## src/rtl/mux_scan_sequencer.sv

```systemverilog
// Scan controller for an 8:1 latched-select mux: walks the enabled channels in
// ascending order, pulses the select latch per channel and collects Y into result.
module mux_scan_sequencer #(
  parameter int unsigned SETTLE = 0
) (
  input  logic       CP,
  input  logic       RST,
  input  logic       start,
  input  logic [7:0] mask,
  output logic       busy,
  output logic       done,
  output logic [7:0] result,
  output logic [2:0] S,
  output logic       LE,
  output logic       OE1,
  output logic       OE2,
  output logic       OE3,
  input  logic       Y
);

  typedef enum logic [2:0] {
    ST_IDLE,
    ST_SETUP,
    ST_LATCH,
    ST_WAIT,
    ST_SAMPLE,
    ST_DONE
  } state_t;

  localparam logic [3:0] WAIT_INIT = (SETTLE == 0) ? 4'd0 : 4'(SETTLE - 1);

  state_t     state_q, state_d;
  logic [2:0] ch_q, ch_d;
  logic [7:0] mask_q, mask_d;
  logic [3:0] wait_q, wait_d;
  logic [2:0] s_q, s_d;
  logic       le_q, le_d;
  logic       oe1_q, oe2_q, oe3_q;
  logic       oe_act_d;
  logic       busy_q, busy_d;
  logic       done_q, done_d;
  logic [7:0] result_q, result_d;

  logic [7:0] above_mask;
  logic [3:0] first_hit;
  logic [3:0] next_hit;

  // Returns {found, index} of the lowest set bit.
  function automatic logic [3:0] lowest_set(input logic [7:0] m);
    logic [3:0] r;
    r = 4'b0000;
    for (int i = 7; i >= 0; i--) begin
      if (m[i]) r = {1'b1, 3'(i)};
    end
    return r;
  endfunction

  always_comb begin
    above_mask = mask_q & ~((8'd2 << ch_q) - 8'd1);
    first_hit  = lowest_set(mask);
    next_hit   = lowest_set(above_mask);
  end

  always_comb begin
    state_d  = state_q;
    ch_d     = ch_q;
    mask_d   = mask_q;
    wait_d   = wait_q;
    result_d = result_q;

    case (state_q)
      ST_IDLE: begin
        if (start) begin
          mask_d   = mask;
          result_d = 8'h00;
          if (first_hit[3]) begin
            ch_d    = first_hit[2:0];
            state_d = ST_SETUP;
          end else begin
            state_d = ST_DONE;
          end
        end
      end
      ST_SETUP: state_d = ST_LATCH;
      ST_LATCH: begin
        if (SETTLE == 0) begin
          state_d = ST_SAMPLE;
        end else begin
          state_d = ST_WAIT;
          wait_d  = WAIT_INIT;
        end
      end
      ST_WAIT: begin
        if (wait_q == 4'd0) state_d = ST_SAMPLE;
        else                wait_d  = wait_q - 4'd1;
      end
      ST_SAMPLE: begin
        result_d[ch_q] = Y;
        if (next_hit[3]) begin
          ch_d    = next_hit[2:0];
          state_d = ST_SETUP;
        end else begin
          state_d = ST_DONE;
        end
      end
      ST_DONE: state_d = ST_IDLE;
      default: state_d = ST_IDLE;
    endcase

    // Outputs are registered, so they are decoded from the state being entered.
    busy_d   = state_d inside {ST_SETUP, ST_LATCH, ST_WAIT, ST_SAMPLE};
    oe_act_d = busy_d;
    le_d     = (state_d != ST_LATCH);
    done_d   = (state_d == ST_DONE);
    s_d      = busy_d ? ch_d : s_q;
  end

  always_ff @(posedge CP) begin
    if (RST) begin
      state_q  <= ST_IDLE;
      ch_q     <= 3'd0;
      mask_q   <= 8'h00;
      wait_q   <= 4'd0;
      s_q      <= 3'd0;
      le_q     <= 1'b1;
      oe1_q    <= 1'b1;
      oe2_q    <= 1'b1;
      oe3_q    <= 1'b0;
      busy_q   <= 1'b0;
      done_q   <= 1'b0;
      result_q <= 8'h00;
    end else begin
      state_q  <= state_d;
      ch_q     <= ch_d;
      mask_q   <= mask_d;
      wait_q   <= wait_d;
      s_q      <= s_d;
      le_q     <= le_d;
      oe1_q    <= ~oe_act_d;
      oe2_q    <= ~oe_act_d;
      oe3_q    <= oe_act_d;
      busy_q   <= busy_d;
      done_q   <= done_d;
      result_q <= result_d;
    end
  end

  assign S      = s_q;
  assign LE     = le_q;
  assign OE1    = oe1_q;
  assign OE2    = oe2_q;
  assign OE3    = oe3_q;
  assign busy   = busy_q;
  assign done   = done_q;
  assign result = result_q;

endmodule

```

## config.mk

```make
export PLATFORM = sky130hd
export DESIGN_NAME = mux_scan_sequencer
export DESIGN_NICKNAME = d
export VERILOG_FILES = /design/src/rtl/mux_scan_sequencer.sv
export SDC_FILE = /design/constraint.sdc
export NUM_CORES = 1
export LEC_CHECK = 0
export ABC_AREA = 1
export CAP_MARGIN = 40
export CORE_MARGIN = 4
export CORE_UTILIZATION = 50
export DETAILED_ROUTE_END_ITERATION = 8
export PLACE_DENSITY = 0.76
export SKIP_LAST_GASP = 1
export SYNTH_ARGS = -nofsm -noshare
export SYNTH_HDL_FRONTEND = slang
export SYNTH_SLANG_ARGS = --single-unit
```

## constraint.sdc

```tcl
create_clock -name CP -period 1.8 [get_ports CP]
set_input_delay 0.36 -clock CP [delete_from_list [all_inputs] [get_ports CP]]
set_output_delay 0.36 -clock CP [all_outputs]
set_load 0.005 [all_outputs]
```

==> images/m2.png <==
Bar = 20 µm.
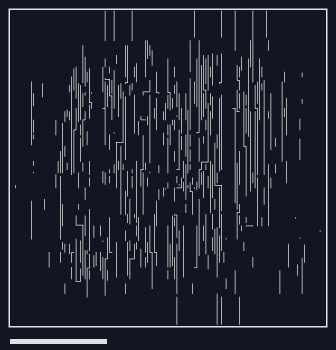
- nets with wire on the layer: 236
- wire length on this layer: 1580 µm

==> images/class_map.png <==
Bar = 20 µm. Fill, decap, tap and diode cells in grey.
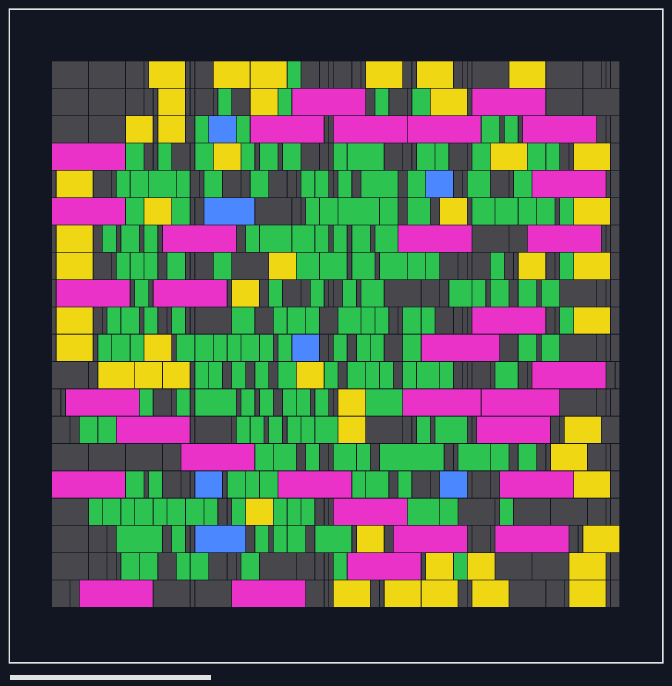
- magenta: registers (cells 32; share of their area 31%)
- green: remaining logic cells (cells 187; share of their area 44%)
- blue: clock drivers and dummy loads (cells 7; share of their area 3.2%)
- yellow: remaining buffers and delay cells (cells 48; share of their area 21%)

==> images/placed.png <==
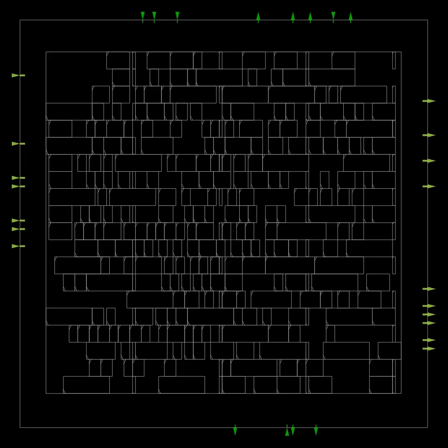
# fillers: 282
tap cell count: 44
final std cells w/o fill: 318
sequential cell area share: 0.306

==> summary.txt <==
yosys + openroad results -> status=finished clean, Max VDD drop=488 µV, Slew headroom=0.816, CTS clk-pin slew, worst paths=approximately 0.10 ns, largest net degree at the start of global routing=23, WP data arrival=1.20 ns, drt pass-1 iters=4, synth unique cells=29, Dominant Register Cell=dfxtp_1, Log Warnings=26, TritonCTS clock tree=yes, drt initial violations=72, total CTS buffers=5, met1 Use GR=0.222, grt total ovfl=0, post-CTS setup buffers=0, Syn Std Cell Area=1620 µm², proportion of layout cells with a drive suffix above 1=0.186, CTS Hold Bufs=0, minimum clock period=around 1.6 ns, # H-tree levels=2, Global Route met3 Usage=0.0451, syn nets=242, initial antenna violation count=0, Placed Area=2040 µm², Worst setup SP type=flip-flop, post_cts resized=0, Post-Route Skew=0.00524 ns, DR vias/cell=4.94, gr usage total=0.182, Critical Path, Cell by Cell=clkdlybuf4s50_1, Worst Max-Slew Pin Slew=0.274 ns, Clk power=0.000459 W, Area leader share=0.395, Yosys warnings=0, DP Wirelength=2590 µm, CP max stage cell=clkdlybuf4s50_1, Pwr Density=762 nW/µm², Core Region=3080 µm², Top Layout Cells=nand2_1 (50), dfxtp_1 (29), clkdlybuf4s50_1 (28), inv_1 (25), a21oi_1 (21), yosys cell count=229, Root Driver=clkbuf_4, Pre-Place Util=0.526, Yosys chip area=1620 µm², Top Usage Layer GRT=met2, Async S/R FF share, synth=0, chip height=64.9 µm, setup ws final=about 0.24 ns, Die ar.=4220 µm², post-layout period usage=0.868, mean cell area of the mapped netlist=between 7 and 8 µm², CP max stage delay=about 0.50 ns, Sw Pwr=0.000471 W, Critical Path RT=1.44 ns, GP Congestion=0.845, # IOs=29, IO buf count=28, critical path's top delay family=buffers and inverters, Pwr top=sequential cells, Clock Power Share=0.285, clk sinks=32
-- metal layers --
layer  wire length [µm]  vias to the layer above
li1                   -                      838
met4                 89                        0
met3                165                        8
met1               1540                      687
met5                  0                        -
met2               1580                       38
-- metrics by stage --
stage | setup TNS [ns] | std cells | power, W | util
after global routing | 0 | 318 | 0.00171 | 0.685
after detailed placement | -0.370 | 311 | 0.00116 | 0.663
final | 0 | 318 | 0.00161 | 0.685
after CTS | 0 | 318 | 0.00162 | 0.684
after global placement | -0.238 | 311 | 0.00116 | 0.663
after floorplan | 0 | 229 | 0.00103 | -
-- worst paths after layout --
check	from	endpoint	slack, ns	cells past startpoint
setup / recovery	result[0]	result[0]	0.24	1
hold / removal	result[6]	result[6]	0.46	2
hold reg to reg	result[6]	result[6]	0.46	2
setup reg to reg	ch_q[2]	S[2]	0.24	11
-- cell usage after synthesis (3+ instances only) --
cell type and n:
nor3_1 3, nor2_2 5, inv_1 25, buf_4 5, a21oi_1 21, o21ai_2 4
nand4_1 6, nand2_2 4, nor2_1 19, nand3_1 15, nand2_1 50, dfxtp_1 32
nand3_2 3, o21ai_0 18
-- cells by family (layout without fill, tap and decap cells) --
kind of cell    after synthesis  count (layout)  synth area share
fa+ha+maj                     1               1           0.00772
compound gates               50              50             0.173
simple gates                108             108             0.317
flops                        32              32             0.395
buf+inv                      38              83             0.107
-- area by class of cell --
class	count	area (µm²)	area share
multi-input combinational	159	806	0.382
timing repair buffer	48	430	0.204
sequential	32	644	0.306
tap	44	55.1	0.0261
clock buffer	7	65.1	0.0309
inverter	28	108	0.0510
-- sequential cells by signal, indices dropped and copies added (netlist names) --
name / cells
mask_q: 7
done: 1
result: 8
state_q: 3
busy: 1
ch_q: 3
LE: 1
wait_q: 4
OE2: 1
S: 3
No activity file was given, so power comes from the tool's default toggle rates.
